$ cat config.mk
export PLATFORM = sky130hd
export DESIGN_NAME = pipe_stall_ctrl_flat
export DESIGN_NICKNAME = d
export VERILOG_FILES = /design/src/rtl/pipe_stall_ctrl_if.sv /design/src/rtl/pipe_stall_ctrl.sv /design/src/flat_wrapper.sv
export SDC_FILE = /design/constraint.sdc
export NUM_CORES = 1
export LEC_CHECK = 0
export ABC_CLOCK_PERIOD_IN_PS = 2000
export CAP_MARGIN = 15
export CORE_MARGIN = 10
export CORE_UTILIZATION = 50
export DETAILED_ROUTE_END_ITERATION = 7
export PLACE_DENSITY = 0.77
export SYNTH_ARGS = -nofsm -noshare
export SYNTH_HDL_FRONTEND = slang
export SYNTH_SLANG_ARGS = --single-unit
$ cat constraint.sdc
create_clock -name clk -period 2 [get_ports clk]
set_input_delay 0.2 -clock clk [delete_from_list [all_inputs] [get_ports clk]]
set_output_delay 0.2 -clock clk [all_outputs]
set_load 0.01 [all_outputs]
$ cat src/rtl/pipe_stall_ctrl_if.sv
// Stall-control bundle between the hazard/memory side and the pipeline stage registers.
interface pipe_stall_ctrl_if #(
    parameter int CNT_W = 16
);
    logic             stall_pipeline;
    logic             flush_EX;
    logic             mem_wait;
    logic             pc_we;
    logic             ifid_we;
    logic             ifid_flush;
    logic             idex_we;
    logic             idex_bubble;
    logic             exmem_we;
    logic             memwb_we;
    logic             memwb_bubble;
    logic [CNT_W-1:0] stall_cnt;
    logic [CNT_W-1:0] flush_cnt;
    logic             mem_timeout;

    modport master (
        output stall_pipeline, flush_EX, mem_wait,
        input  pc_we, ifid_we, ifid_flush, idex_we, idex_bubble,
               exmem_we, memwb_we, memwb_bubble, stall_cnt, flush_cnt, mem_timeout
    );

    modport slave (
        input  stall_pipeline, flush_EX, mem_wait,
        output pc_we, ifid_we, ifid_flush, idex_we, idex_bubble,
               exmem_we, memwb_we, memwb_bubble, stall_cnt, flush_cnt, mem_timeout
    );
endinterface

$ cat src/rtl/pipe_stall_ctrl.sv
// 5-stage pipeline stall/flush controller: zero-latency stage enables, pended flush
// across memory waits, memory-wait timeout and saturating performance counters.
module pipe_stall_ctrl #(
    parameter int CNT_W   = 16,
    parameter int TIMEOUT = 64
) (
    input logic              clk,
    input logic              rst,
    pipe_stall_ctrl_if.slave bus
);
    localparam logic [0:0] RUN   = 1'b0;
    localparam logic [0:0] MWAIT = 1'b1;

    logic [0:0]       state;
    logic             pend_flush;
    logic [15:0]      wait_cnt;
    logic [CNT_W-1:0] stall_cnt;
    logic [CNT_W-1:0] flush_cnt;
    logic             mem_timeout;

    logic pc_we, ifid_we, ifid_flush, idex_we, idex_bubble;
    logic exmem_we, memwb_we, memwb_bubble;
    logic do_flush;

    assign do_flush = bus.flush_EX | pend_flush;

    // Priority: memory freeze > flush (current or pended) > load-use > normal.
    always_comb begin
        pc_we        = 1'b0;
        ifid_we      = 1'b0;
        ifid_flush   = 1'b0;
        idex_we      = 1'b0;
        idex_bubble  = 1'b0;
        exmem_we     = 1'b0;
        memwb_we     = 1'b0;
        memwb_bubble = 1'b0;
        if (!rst) begin
            if (bus.mem_wait) begin
                memwb_we     = 1'b1;
                memwb_bubble = 1'b1;
            end else if (do_flush) begin
                pc_we       = 1'b1;
                ifid_we     = 1'b1;
                idex_we     = 1'b1;
                exmem_we    = 1'b1;
                memwb_we    = 1'b1;
                ifid_flush  = 1'b1;
                idex_bubble = 1'b1;
            end else if (bus.stall_pipeline) begin
                idex_we     = 1'b1;
                idex_bubble = 1'b1;
                exmem_we    = 1'b1;
                memwb_we    = 1'b1;
            end else begin
                pc_we    = 1'b1;
                ifid_we  = 1'b1;
                idex_we  = 1'b1;
                exmem_we = 1'b1;
                memwb_we = 1'b1;
            end
        end
    end

    always_ff @(posedge clk or posedge rst) begin
        if (rst) begin
            state       <= RUN;
            pend_flush  <= 1'b0;
            wait_cnt    <= '0;
            mem_timeout <= 1'b0;
        end else if (bus.mem_wait) begin
            state <= MWAIT;
            if (bus.flush_EX) pend_flush <= 1'b1;
            // First wait cycle leaves wait_cnt at 1; later cycles saturate.
            if (state == RUN)
                wait_cnt <= 16'd1;
            else if (wait_cnt != 16'hFFFF)
                wait_cnt <= wait_cnt + 16'd1;
            if (wait_cnt >= 16'(TIMEOUT - 1)) mem_timeout <= 1'b1;
        end else begin
            state      <= RUN;
            pend_flush <= 1'b0;
            wait_cnt   <= '0;
        end
    end

    always_ff @(posedge clk or posedge rst) begin
        if (rst) begin
            stall_cnt <= '0;
            flush_cnt <= '0;
        end else begin
            if (!pc_we && stall_cnt != '1) stall_cnt <= stall_cnt + 1'b1;
            if (ifid_flush && flush_cnt != '1) flush_cnt <= flush_cnt + 1'b1;
        end
    end

    assign bus.pc_we        = pc_we;
    assign bus.ifid_we      = ifid_we;
    assign bus.ifid_flush   = ifid_flush;
    assign bus.idex_we      = idex_we;
    assign bus.idex_bubble  = idex_bubble;
    assign bus.exmem_we     = exmem_we;
    assign bus.memwb_we     = memwb_we;
    assign bus.memwb_bubble = memwb_bubble;
    assign bus.stall_cnt    = stall_cnt;
    assign bus.flush_cnt    = flush_cnt;
    assign bus.mem_timeout  = mem_timeout;
endmodule

$ cat src/flat_wrapper.sv
// flat-port wrapper written by rule: the top's interface ports become plain ports
module pipe_stall_ctrl_flat 
#(
    parameter int CNT_W   = 16,
    parameter int TIMEOUT = 64
)
  (clk, rst, bus_stall_pipeline, bus_flush_EX, bus_mem_wait, bus_pc_we, bus_ifid_we, bus_ifid_flush, bus_idex_we, bus_idex_bubble, bus_exmem_we, bus_memwb_we, bus_memwb_bubble, bus_stall_cnt, bus_flush_cnt, bus_mem_timeout);
  pipe_stall_ctrl_if #(.CNT_W(CNT_W)) bus_i ();
  input logic clk;
  input logic rst;
  input wire logic [$bits(bus_i.stall_pipeline)-1:0] bus_stall_pipeline;
  input wire logic [$bits(bus_i.flush_EX)-1:0] bus_flush_EX;
  input wire logic [$bits(bus_i.mem_wait)-1:0] bus_mem_wait;
  output wire logic [$bits(bus_i.pc_we)-1:0] bus_pc_we;
  output wire logic [$bits(bus_i.ifid_we)-1:0] bus_ifid_we;
  output wire logic [$bits(bus_i.ifid_flush)-1:0] bus_ifid_flush;
  output wire logic [$bits(bus_i.idex_we)-1:0] bus_idex_we;
  output wire logic [$bits(bus_i.idex_bubble)-1:0] bus_idex_bubble;
  output wire logic [$bits(bus_i.exmem_we)-1:0] bus_exmem_we;
  output wire logic [$bits(bus_i.memwb_we)-1:0] bus_memwb_we;
  output wire logic [$bits(bus_i.memwb_bubble)-1:0] bus_memwb_bubble;
  output wire logic [$bits(bus_i.stall_cnt)-1:0] bus_stall_cnt;
  output wire logic [$bits(bus_i.flush_cnt)-1:0] bus_flush_cnt;
  output wire logic [$bits(bus_i.mem_timeout)-1:0] bus_mem_timeout;
  assign bus_i.stall_pipeline = bus_stall_pipeline;
  assign bus_i.flush_EX = bus_flush_EX;
  assign bus_i.mem_wait = bus_mem_wait;
  assign bus_pc_we = bus_i.pc_we;
  assign bus_ifid_we = bus_i.ifid_we;
  assign bus_ifid_flush = bus_i.ifid_flush;
  assign bus_idex_we = bus_i.idex_we;
  assign bus_idex_bubble = bus_i.idex_bubble;
  assign bus_exmem_we = bus_i.exmem_we;
  assign bus_memwb_we = bus_i.memwb_we;
  assign bus_memwb_bubble = bus_i.memwb_bubble;
  assign bus_stall_cnt = bus_i.stall_cnt;
  assign bus_flush_cnt = bus_i.flush_cnt;
  assign bus_mem_timeout = bus_i.mem_timeout;
  pipe_stall_ctrl #(.CNT_W(CNT_W), .TIMEOUT(TIMEOUT)) u_core (.clk(clk), .rst(rst), .bus(bus_i));
endmodule
==> flow_summary.html, run 1 <==
<h2>Implementation results</h2>
<table>
<tr><th>Metric</th><th>Value</th></tr>
<tr><th colspan="2">Status</th></tr>
<tr><td>Run status</td><td>complete, no violations</td></tr>
<tr><th colspan="2">Final layout</th></tr>
<tr><td>Antenna diodes</td><td>0</td></tr>
<tr><td>Sequential portion of the cell area</td><td>39.25%</td></tr>
<tr><td>Non-clock buffering overhead</td><td>17.93%</td></tr>
<tr><td>Dominant logic cell types in the final layout</td><td>51 x dfrtp_1, 43 x clkdlybuf4s50_1, 33 x xnor2_1</td></tr>
<tr><td>Biggest area consumer among cell classes</td><td>sequential cells</td></tr>
<tr><td>Fill cell total of the finished layout</td><td>382</td></tr>
<tr><td>Area used by multi-input combinational logic</td><td>1199 sq um</td></tr>
<tr><td>Clock network area share</td><td>2.924%</td></tr>
<tr><td>Top logic cell by instance count in the layout</td><td>dfrtp_1</td></tr>
<tr><td>Area occupied by registers</td><td>1276 sq um</td></tr>
<tr><th colspan="2">Power and ir drop</th></tr>
<tr><td>Comb. pwr</td><td>691 uW</td></tr>
<tr><td>Clock network fraction of design power</td><td>23.6%</td></tr>
<tr><td>Logic gate share of total power</td><td>26.2%</td></tr>
<tr><td>Maximum vdd drop</td><td>707.5 uV</td></tr>
<tr><td>Switching power total</td><td>790.3 uW</td></tr>
<tr><th colspan="2">Yosys</th></tr>
<tr><td>Post-Syn Area per Cell</td><td>10.56 sq um</td></tr>
<tr><td>Area of the mapped netlist</td><td>2512 sq um</td></tr>
<tr><td>Leading cell type by number of instances after synthesis</td><td>dfrtp_1</td></tr>
<tr><td>Top cells by area, synth</td><td>dfrtp_1 51%, xnor2_1 12%, nand4_1 3.7%</td></tr>
<tr><td>Synthesis area per yosys</td><td>2512 sq um</td></tr>
<tr><td>Main flop type</td><td>dfrtp_1</td></tr>
<tr><th colspan="2">Hold path</th></tr>
<tr><td>Hold Path End</td><td>u_core.bus.mem_timeout$_DFFE_PP0P_</td></tr>
<tr><td>Hold Path Cell Cnt</td><td>1</td></tr>
<tr><th colspan="2">GRT</th></tr>
<tr><td>Global router's overall resource usage</td><td>13.99%</td></tr>
<tr><td>Final global-route overflow total</td><td>0</td></tr>
<tr><td>Met3 layer usage reported by global route</td><td>6.401%</td></tr>
<tr><td>Met2 layer usage reported by global route</td><td>22.06%</td></tr>
<tr><th colspan="2">Final timing</th></tr>
<tr><td>Worst clock skew</td><td>4.859 ps</td></tr>
<tr><td>Slew of the pin with the lowest slew margin</td><td>631.9 ps</td></tr>
<tr><th colspan="2">Routing</th></tr>
<tr><td>Number of vias in the routed layout</td><td>1994</td></tr>
<tr><td>Vias/cell</td><td>5.389</td></tr>
<tr><td>Number of remaining DRC errors</td><td>0</td></tr>
<tr><th colspan="2">CTS</th></tr>
<tr><td>Maximum number of buffers from clock root to sink</td><td>2</td></tr>
<tr><td>Count of hold-fix buffers inserted at cts</td><td>0</td></tr>
<tr><th colspan="2">Die</th></tr>
<tr><td>Die width</td><td>90.89 microns</td></tr>
<tr><th colspan="2">Setup path</th></tr>
<tr><td>Crit path buffers/inverters</td><td>4</td></tr>
<tr><td>List of cells traversed by the critical path</td><td>clkdlybuf4s50_1 -&gt; nor2_1 -&gt; buf_4 -&gt; o21ai_0 -&gt; inv_1 -&gt; clkdlybuf4s50_1</td></tr>
</table>
## run 1: registers in the layout, indices dropped and copies added (netlist names)
| name | count |
|---|---|
| u_core.pend_flush | 1 |
| u_core.bus.mem_timeout | 1 |
| u_core.wait_cnt | 16 |
| u_core.bus.stall_cnt | 16 |
| u_core.state | 1 |
| u_core.bus.flush_cnt | 16 |
## run 1: per-stage QoR
| stage | setup WS, ps | hold slack (ps) | utilization, % | total power [mW] | instances |
|---|---|---|---|---|---|
| CTS | 49.34 | 472.9 | 67.61 | 2.664 | 370 |
| global route | 0.02998 | 499.6 | 67.95 | 2.793 | 370 |
| global placement | 79.41 | 441.3 | 65.62 | 2.026 | 362 |
| detailed placement | 70.43 | 448.2 | 65.62 | 2.040 | 362 |
| floorplan | 221.7 | 231.4 | - | 1.628 | 238 |
| finish | 80.38 | 477.6 | 67.95 | 2.636 | 370 |
## run 1: logic make-up (layout without fill, tap and decap cells)
group                    count (synthesis)  after routing  share of synthesized area, %
AND-OR/OR-AND                           24             24                         7.371
XOR/XNOR                                43             43                         14.99
adder cells (fa/ha/maj)                  3              3                         1.494
buffers and inverters                    9             74                         1.942
flip-flops                              51             51                         50.80
multiplexers                             1              1                        0.4482
AND/OR/NAND/NOR                        107            107                         22.96
## run 1: timing repair
action / 4_1_cts / 5_1_grt
buffers inserted: 0 / 0
setup endpoints to repair: 0 / 4
resized: 0 / 4
## run 1: worst register-to-register path, stage by stage (launching register included)
cell,delay (ps)
dfrtp_1,390
ha_1,240
and4_1,250
nor4bb_2,190
nor2_1,310
nand4_1,180
xnor2_1,160
## run 1: layer usage
layer	up-vias	routed length (microns)
met5	-	0
met4	0	73
met3	10	417
met2	42	2589
met1	978	2527
li1	964	-
run_1/port_nets.png
Scale: 4 px per micron.
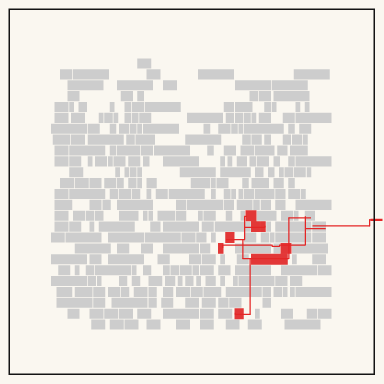
- bus_mem_wait: red (bits 1; direction input; edge right; end cells 8; wire 117 microns)
number of port buffers: 45
top-level I/O count: 46

run_1/drive_strength.png
Scale: 4 px per micron.
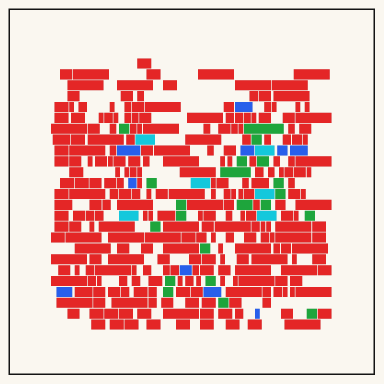
- drive 1 or less: red (cells 266; share 88%)
- drive 2: blue (cells 10; share 3.3%)
- drive 3 to 4: green (cells 21; share 6.9%)
- drive 6 and up: cyan (cells 6; share 2.0%)
Layout area overhead: 29.43%
worst path setup slack after routing: 80.38 ps
cell area after layout: 3252 sq um
Repair and plain buffers: 62

run_1/gate_families.png
Scale: 4 px per micron.
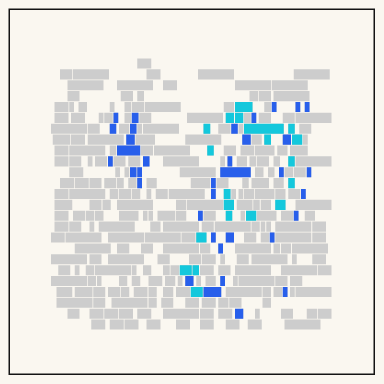
- NOR gates: blue (cells 36; most used nor2_1)
- inverting AOI/OAI gates: cyan (cells 20; most used a21oi_1)
non-filler cells, final: 370
multi-input gate share of total cell area: 36.86%

run_1/density.png
Scale: 3 px per micron. The die is cut into 9 by 9 equal tiles; dark purple is low, yellow is high, 0 to 100% covered.
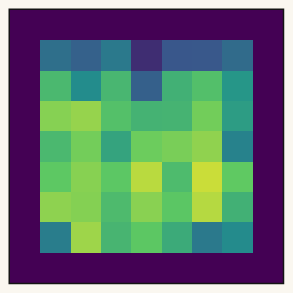

==> run 2, diff against run 1 <==
--- a/config.mk
+++ b/config.mk
@@ -5,12 +5,14 @@
 export SDC_FILE = /design/constraint.sdc
 export NUM_CORES = 1
 export LEC_CHECK = 0
+export ABC_AREA = 1
 export ABC_CLOCK_PERIOD_IN_PS = 2000
 export CAP_MARGIN = 15
+export CORE_ASPECT_RATIO = 0.8
 export CORE_MARGIN = 10
 export CORE_UTILIZATION = 50
 export DETAILED_ROUTE_END_ITERATION = 7
-export PLACE_DENSITY = 0.77
+export PLACE_DENSITY = 0.74
 export SYNTH_ARGS = -nofsm -noshare
 export SYNTH_HDL_FRONTEND = slang
 export SYNTH_SLANG_ARGS = --single-unit
run_2/density.png
Scale: 2 px per micron. The die is cut into 11 by 9 equal tiles; dark purple is low, yellow is high, 0 to 100% covered.
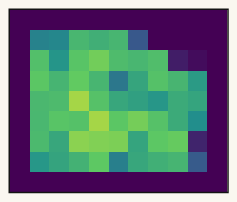
- mean over tiles: 37%
- tiles over 75% full: 9.1%
- nearly empty tiles: 39%
Core Density at Floorplan: 52.27%
Core Footprint: 6006 sq um
final core utilization: 62.81%

==> flow_summary.html, run 2 <==
<h2>Implementation results</h2>
<table>
<tr><th>Metric</th><th>Value</th></tr>
<tr><th colspan="2">Status</th></tr>
<tr><td>Run status</td><td>complete, no violations</td></tr>
<tr><th colspan="2">Power and ir drop</th></tr>
<tr><td>Clock network fraction of design power</td><td>22.7% (-0.9 points)</td></tr>
<tr><td>Overall power after layout</td><td>2.560 mW (-2.9%)</td></tr>
<tr><td>Maximum vdd drop</td><td>782.9 uV (+11%)</td></tr>
<tr><td>Logic gate share of total power</td><td>26.1% (about the same)</td></tr>
<tr><td>Switching power total</td><td>832.7 uW (+5.4%)</td></tr>
<tr><th colspan="2">Yosys</th></tr>
<tr><td>Main flop type</td><td>dfrtp_1</td></tr>
<tr><td>Area of the mapped netlist</td><td>3139 sq um (+25%)</td></tr>
<tr><td>Synthesis area per yosys</td><td>3139 sq um (+25%)</td></tr>
<tr><td>Post-Syn Area per Cell</td><td>7.250 sq um (-31%)</td></tr>
<tr><td>Leading cell type by number of instances after synthesis</td><td>nand2_1</td></tr>
<tr><th colspan="2">Die</th></tr>
<tr><td>Top-level I/O count</td><td>46 (unchanged)</td></tr>
<tr><td>Die width</td><td>108.6 microns (+19%)</td></tr>
<tr><th colspan="2">Placement</th></tr>
<tr><td>Number of port buffers</td><td>45 (unchanged)</td></tr>
<tr><td>Placement Setup Slack</td><td>71.53 ps (+1.100 ps)</td></tr>
<tr><td>Number of placed cells counting well taps</td><td>558 (+54%)</td></tr>
<tr><th colspan="2">Routing</th></tr>
<tr><td>Number of vias in the routed layout</td><td>2859 (+43%)</td></tr>
<tr><td>Number of remaining DRC errors</td><td>0 (unchanged)</td></tr>
<tr><th colspan="2">CTS</th></tr>
<tr><td>Count of hold-fix buffers inserted at cts</td><td>0 (unchanged)</td></tr>
<tr><td>Maximum number of buffers from clock root to sink</td><td>2 (unchanged)</td></tr>
<tr><th colspan="2">Final layout</th></tr>
<tr><td>Share of final-layout standard cells stronger than drive strength 1</td><td>8.830%</td></tr>
<tr><td>Top logic cell by instance count in the layout</td><td>nand2_1</td></tr>
<tr><td>Biggest regs</td><td>u_core.bus.flush_cnt (16), u_core.bus.stall_cnt (16), u_core.wait_cnt (16)</td></tr>
<tr><td>Dominant logic cell types in the final layout</td><td>165 x nand2_1, 51 x dfrtp_1, 44 x clkdlybuf4s50_1</td></tr>
<tr><td>Antenna diodes</td><td>0 (unchanged)</td></tr>
<tr><th colspan="2">Final timing</th></tr>
<tr><td>Tightest hold margin</td><td>203.6 ps (-274.0 ps)</td></tr>
<tr><td>Worst clock skew</td><td>9.642 ps (+4.782 ps)</td></tr>
<tr><th colspan="2">GRT</th></tr>
<tr><td>Global router's overall resource usage</td><td>16.08% (+2.1 points)</td></tr>
<tr><td>Final global-route overflow total</td><td>0 (unchanged)</td></tr>
</table>
run_2/drive_strength.png
Scale: 4 px per micron.
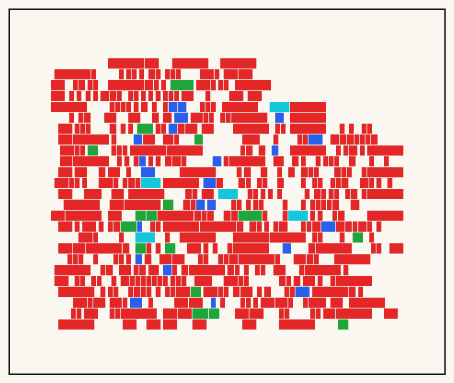
Repair and plain buffers: 55
worst path setup slack after routing: 106.0 ps
cell area after layout: 3772 sq um
Layout area overhead: 20.17%

==> run 2: cell families (layout without fill, tap and decap cells) <==
logic type | Yosys count | in the layout | share of synthesized area, %
AND/OR/NAND/NOR | 281 | 281 | 39.50
XOR/XNOR | 24 | 24 | 6.696
adder cells (fa/ha/maj) | 3 | 3 | 1.196
flip-flops | 51 | 51 | 40.65
AND-OR/OR-AND | 21 | 21 | 4.066
buffers and inverters | 53 | 107 | 7.891
==> run 2: worst max-delay path, cell delays in order, from the launching register on <==
cell and delay (ps):
dfrtp_1 380, nor2_1 250, nor2_4 90, a21oi_2 140
inv_1 70, clkdlybuf4s50_1 480
==> run 2: repair_timing <==
item / CTS / global route
setup buffers: 0 / 2
gates resized: 0 / 1
endpoints found under the setup margin: 0 / 2
==> run 2: power groups by stage <==
stage | registers [mW] | clock network [mW] | logic, mW
floorplan | 1.34 | 0 | 0.331
global placement | 1.33 | 0 | 0.667
detailed placement | 1.33 | 0 | 0.679
CTS | 1.31 | 0.604 | 0.680
global route | 1.34 | 0.655 | 0.745
finish | 1.31 | 0.582 | 0.669
==> run 2: cell type report <==
cell class                      instances  area [sq um]
Tap cell                               81         101.3
Clock inverter                          3         15.01
Sequential cell                        51          1276
Timing Repair Buffer                   55         528.0
Clock buffer                            5         68.82
Multi-Input combinational cell        329          1615
Inverter                               44         167.7
Fill cell                             562          2233
==> run 2: routing by layer <==
metal | track usage (%) | vias to the layer above | routed length [microns]
met5 | 0 | - | 0
met2 | 22.79 | 54 | 3265
met3 | 5.278 | 2 | 558
li1 | - | 1470 | -
met4 | 3.289 | 0 | 25
met1 | 23.00 | 1333 | 3703
run_2/port_nets.png
Scale: 3 px per micron.
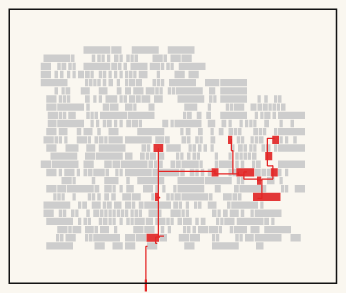

==> run 3, diff against run 2 <==
--- a/config.mk
+++ b/config.mk
@@ -11,8 +11,10 @@
 export CORE_ASPECT_RATIO = 0.8
 export CORE_MARGIN = 10
 export CORE_UTILIZATION = 50
+export CTS_CLUSTER_SIZE = 24
 export DETAILED_ROUTE_END_ITERATION = 7
 export PLACE_DENSITY = 0.74
+export RECOVER_POWER = 100
 export SYNTH_ARGS = -nofsm -noshare
 export SYNTH_HDL_FRONTEND = slang
 export SYNTH_SLANG_ARGS = --single-unit
run_3/port_nets.png
Scale: 3 px per micron.
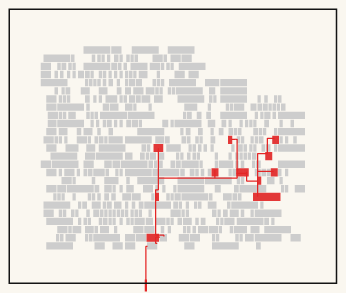
- bus_mem_wait: red (bits 1; direction input; edge bottom; end cells 12; wire 133 microns)

==> flow_summary.html, run 3 <==
<h2>Implementation results</h2>
<table>
<tr><th>Metric</th><th>Value</th></tr>
<tr><th colspan="2">Status</th></tr>
<tr><td>Run status</td><td>complete, no violations</td></tr>
<tr><th colspan="2">Power and ir drop</th></tr>
<tr><td>Logic gate share of total power</td><td>25.0% (-1.1 points)</td></tr>
<tr><td>Largest power group</td><td>registers</td></tr>
<tr><td>Power consumed by sequential cells</td><td>1.30 mW (about the same)</td></tr>
<tr><td>Clock network fraction of design power</td><td>23.0% (+0.3 points)</td></tr>
<tr><td>Comb. pwr</td><td>626 uW (-6.4%)</td></tr>
<tr><td>Overall power after layout</td><td>2.507 mW (-2.1%)</td></tr>
<tr><td>Reported clock group power</td><td>577 uW (-0.9%)</td></tr>
<tr><td>Maximum vdd drop</td><td>731.9 uV (-6.5%)</td></tr>
<tr><th colspan="2">Routing</th></tr>
<tr><td>Amount of wire on met3 after detailed routing</td><td>542 microns (-2.9%)</td></tr>
<tr><td>Top layer reached by signal wires</td><td>met3</td></tr>
<tr><td>Vias/cell</td><td>5.030</td></tr>
<tr><td>WL met1</td><td>3709 microns (+0.16%)</td></tr>
<tr><td>Met2 wire length</td><td>3278 microns (+0.40%)</td></tr>
<tr><td>Number of vias in the routed layout</td><td>2857 (-0.070%)</td></tr>
<tr><td>Number of remaining DRC errors</td><td>0 (unchanged)</td></tr>
<tr><th colspan="2">Setup path</th></tr>
<tr><td>Largest delay share family, worst path</td><td>buffers and inverters</td></tr>
<tr><td>Reg2Reg Launch Point</td><td>u_core.bus.flush_cnt[0]$_DFFE_PP0P_</td></tr>
<tr><td>Crit path buffers/inverters</td><td>2 (unchanged)</td></tr>
<tr><td>Slowest CP cell</td><td>clkdlybuf4s50_1</td></tr>
<tr><td>Peak per-stage delay on the critical path</td><td>480 ps (about the same)</td></tr>
<tr><td>List of cells traversed by the critical path</td><td>nor2_1 -&gt; nor2_4 -&gt; a21oi_2 -&gt; inv_1 -&gt; clkdlybuf4s50_1</td></tr>
<tr><td>Worst reg2reg setup slack</td><td>200 ps</td></tr>
<tr><th colspan="2">CTS</th></tr>
<tr><td>Maximum number of buffers from clock root to sink</td><td>2 (unchanged)</td></tr>
<tr><td>Count of hold-fix buffers inserted at cts</td><td>0 (unchanged)</td></tr>
<tr><th colspan="2">Final timing</th></tr>
<tr><td>Tightest hold margin</td><td>441.2 ps (+237.6 ps)</td></tr>
<tr><td>Worst clock skew</td><td>7.496 ps (-2.145 ps)</td></tr>
<tr><th colspan="2">Final layout</th></tr>
<tr><td>Layout area overhead</td><td>19.33%</td></tr>
<tr><td>Share of final-layout standard cells stronger than drive strength 1</td><td>8.008% (-0.82 points)</td></tr>
<tr><td>Fill cell total of the finished layout</td><td>566 (+0.71%)</td></tr>
<tr><td>Antenna diodes</td><td>0 (unchanged)</td></tr>
<tr><td>Cell area after layout</td><td>3746 sq um (-0.70%)</td></tr>
<tr><th colspan="2">GRT</th></tr>
<tr><td>Vias in the first global route</td><td>2704</td></tr>
<tr><td>Global router's overall resource usage</td><td>16.08% (unchanged)</td></tr>
<tr><td>Final global-route overflow total</td><td>0 (unchanged)</td></tr>
<tr><th colspan="2">Placement</th></tr>
<tr><td>Final Wtd Congestion</td><td>0.9603</td></tr>
<tr><td>Number of port buffers</td><td>45 (unchanged)</td></tr>
<tr><th colspan="2">Yosys</th></tr>
<tr><td>Main flop type</td><td>dfrtp_1</td></tr>
<tr><td>Area of the mapped netlist</td><td>3139 sq um (unchanged)</td></tr>
<tr><td>Leading cell type by number of instances after synthesis</td><td>nand2_1</td></tr>
<tr><th colspan="2">Die</th></tr>
<tr><td>Top-level I/O count</td><td>46 (unchanged)</td></tr>
<tr><td>Core Footprint</td><td>6006 sq um (unchanged)</td></tr>
<tr><td>Core Density at Floorplan</td><td>52.27% (unchanged)</td></tr>
</table>
run_3/gate_families.png
Scale: 4 px per micron.
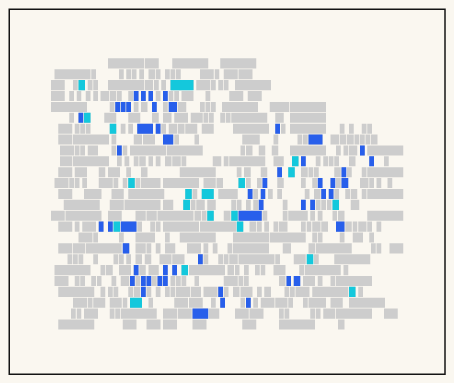
- NOR gates: blue (cells 54; most used nor2_1)
- inverting AOI/OAI gates: cyan (cells 20; most used o21ai_0)
top logic cell by instance count in the layout: nand2_1
non-filler cells, final: 568

[run 3: netlist changes by cell type in the layout (fill, tap and decap cells not counted), moves of 2 or more]
| cell | change |
|---|---|
| o21ai_0 | +4 |
| clkdlybuf4s50_1 | -36 |
| dlygate4sd3_1 | +36 |
| nand3_1 | +2 |
| o21ai_1 | -4 |
| nand3_2 | -2 |
[run 3: stage by stage]
step | util (%) | setup WS, ps | instances
finish | 62.38 | 107.1 | 568
global route | 62.38 | 6.207 | 568
global placement | 61.12 | 112.3 | 558
detailed placement | 61.12 | 71.53 | 558
CTS | 62.52 | 66.76 | 566
floorplan | - | 446.8 | 433
[run 3: what timing repair did]
action / CTS / global route
setup endpoints to repair: 0 / 2
endpoints found under the hold margin: 0 / 0
setup buffers: 0 / 2
gates resized: 0 / 1
[run 3: final cells by class]
| class | count | area, sq um | share of cell area, % |
|---|---|---|---|
| multi-input combinational | 329 | 1603 | 42.79 |
| sequential | 51 | 1276 | 34.07 |
| timing repair buffer | 55 | 516.7 | 13.79 |
| inverter | 44 | 165.2 | 4.409 |
| tap | 81 | 101.3 | 2.705 |
| clock buffer | 5 | 68.82 | 1.837 |
| clock inverter | 3 | 15.01 | 0.4008 |
[run 3: kinds of logic (layout without fill, tap and decap cells)]
logic type      Yosys count  count (layout)  synth area share, %
compound gates           21              21                4.066
xor+xnor                 24              24                6.696
fa+ha+maj                 3               3                1.196
buf+inv                  53             107                7.891
flops                    51              51                40.65
simple gates            281             281                39.50
[run 3: layer usage]
layer,GRT usage [%],up-vias
met2,22.79,58
met5,0,-
li1,-,1472
met3,5.278,0
met4,3.289,0
met1,23.00,1327

==> screenshots <==
Clock routing.
image #1
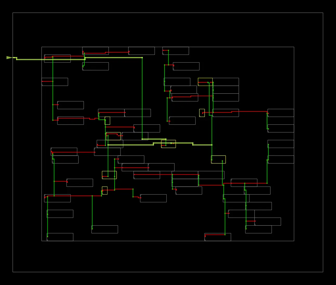
image #2
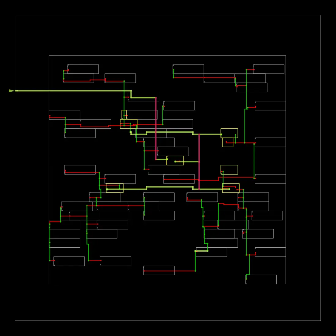
run 3: image #1
run 1: image #2

No activity file was given, so power comes from the tool's default toggle rates.
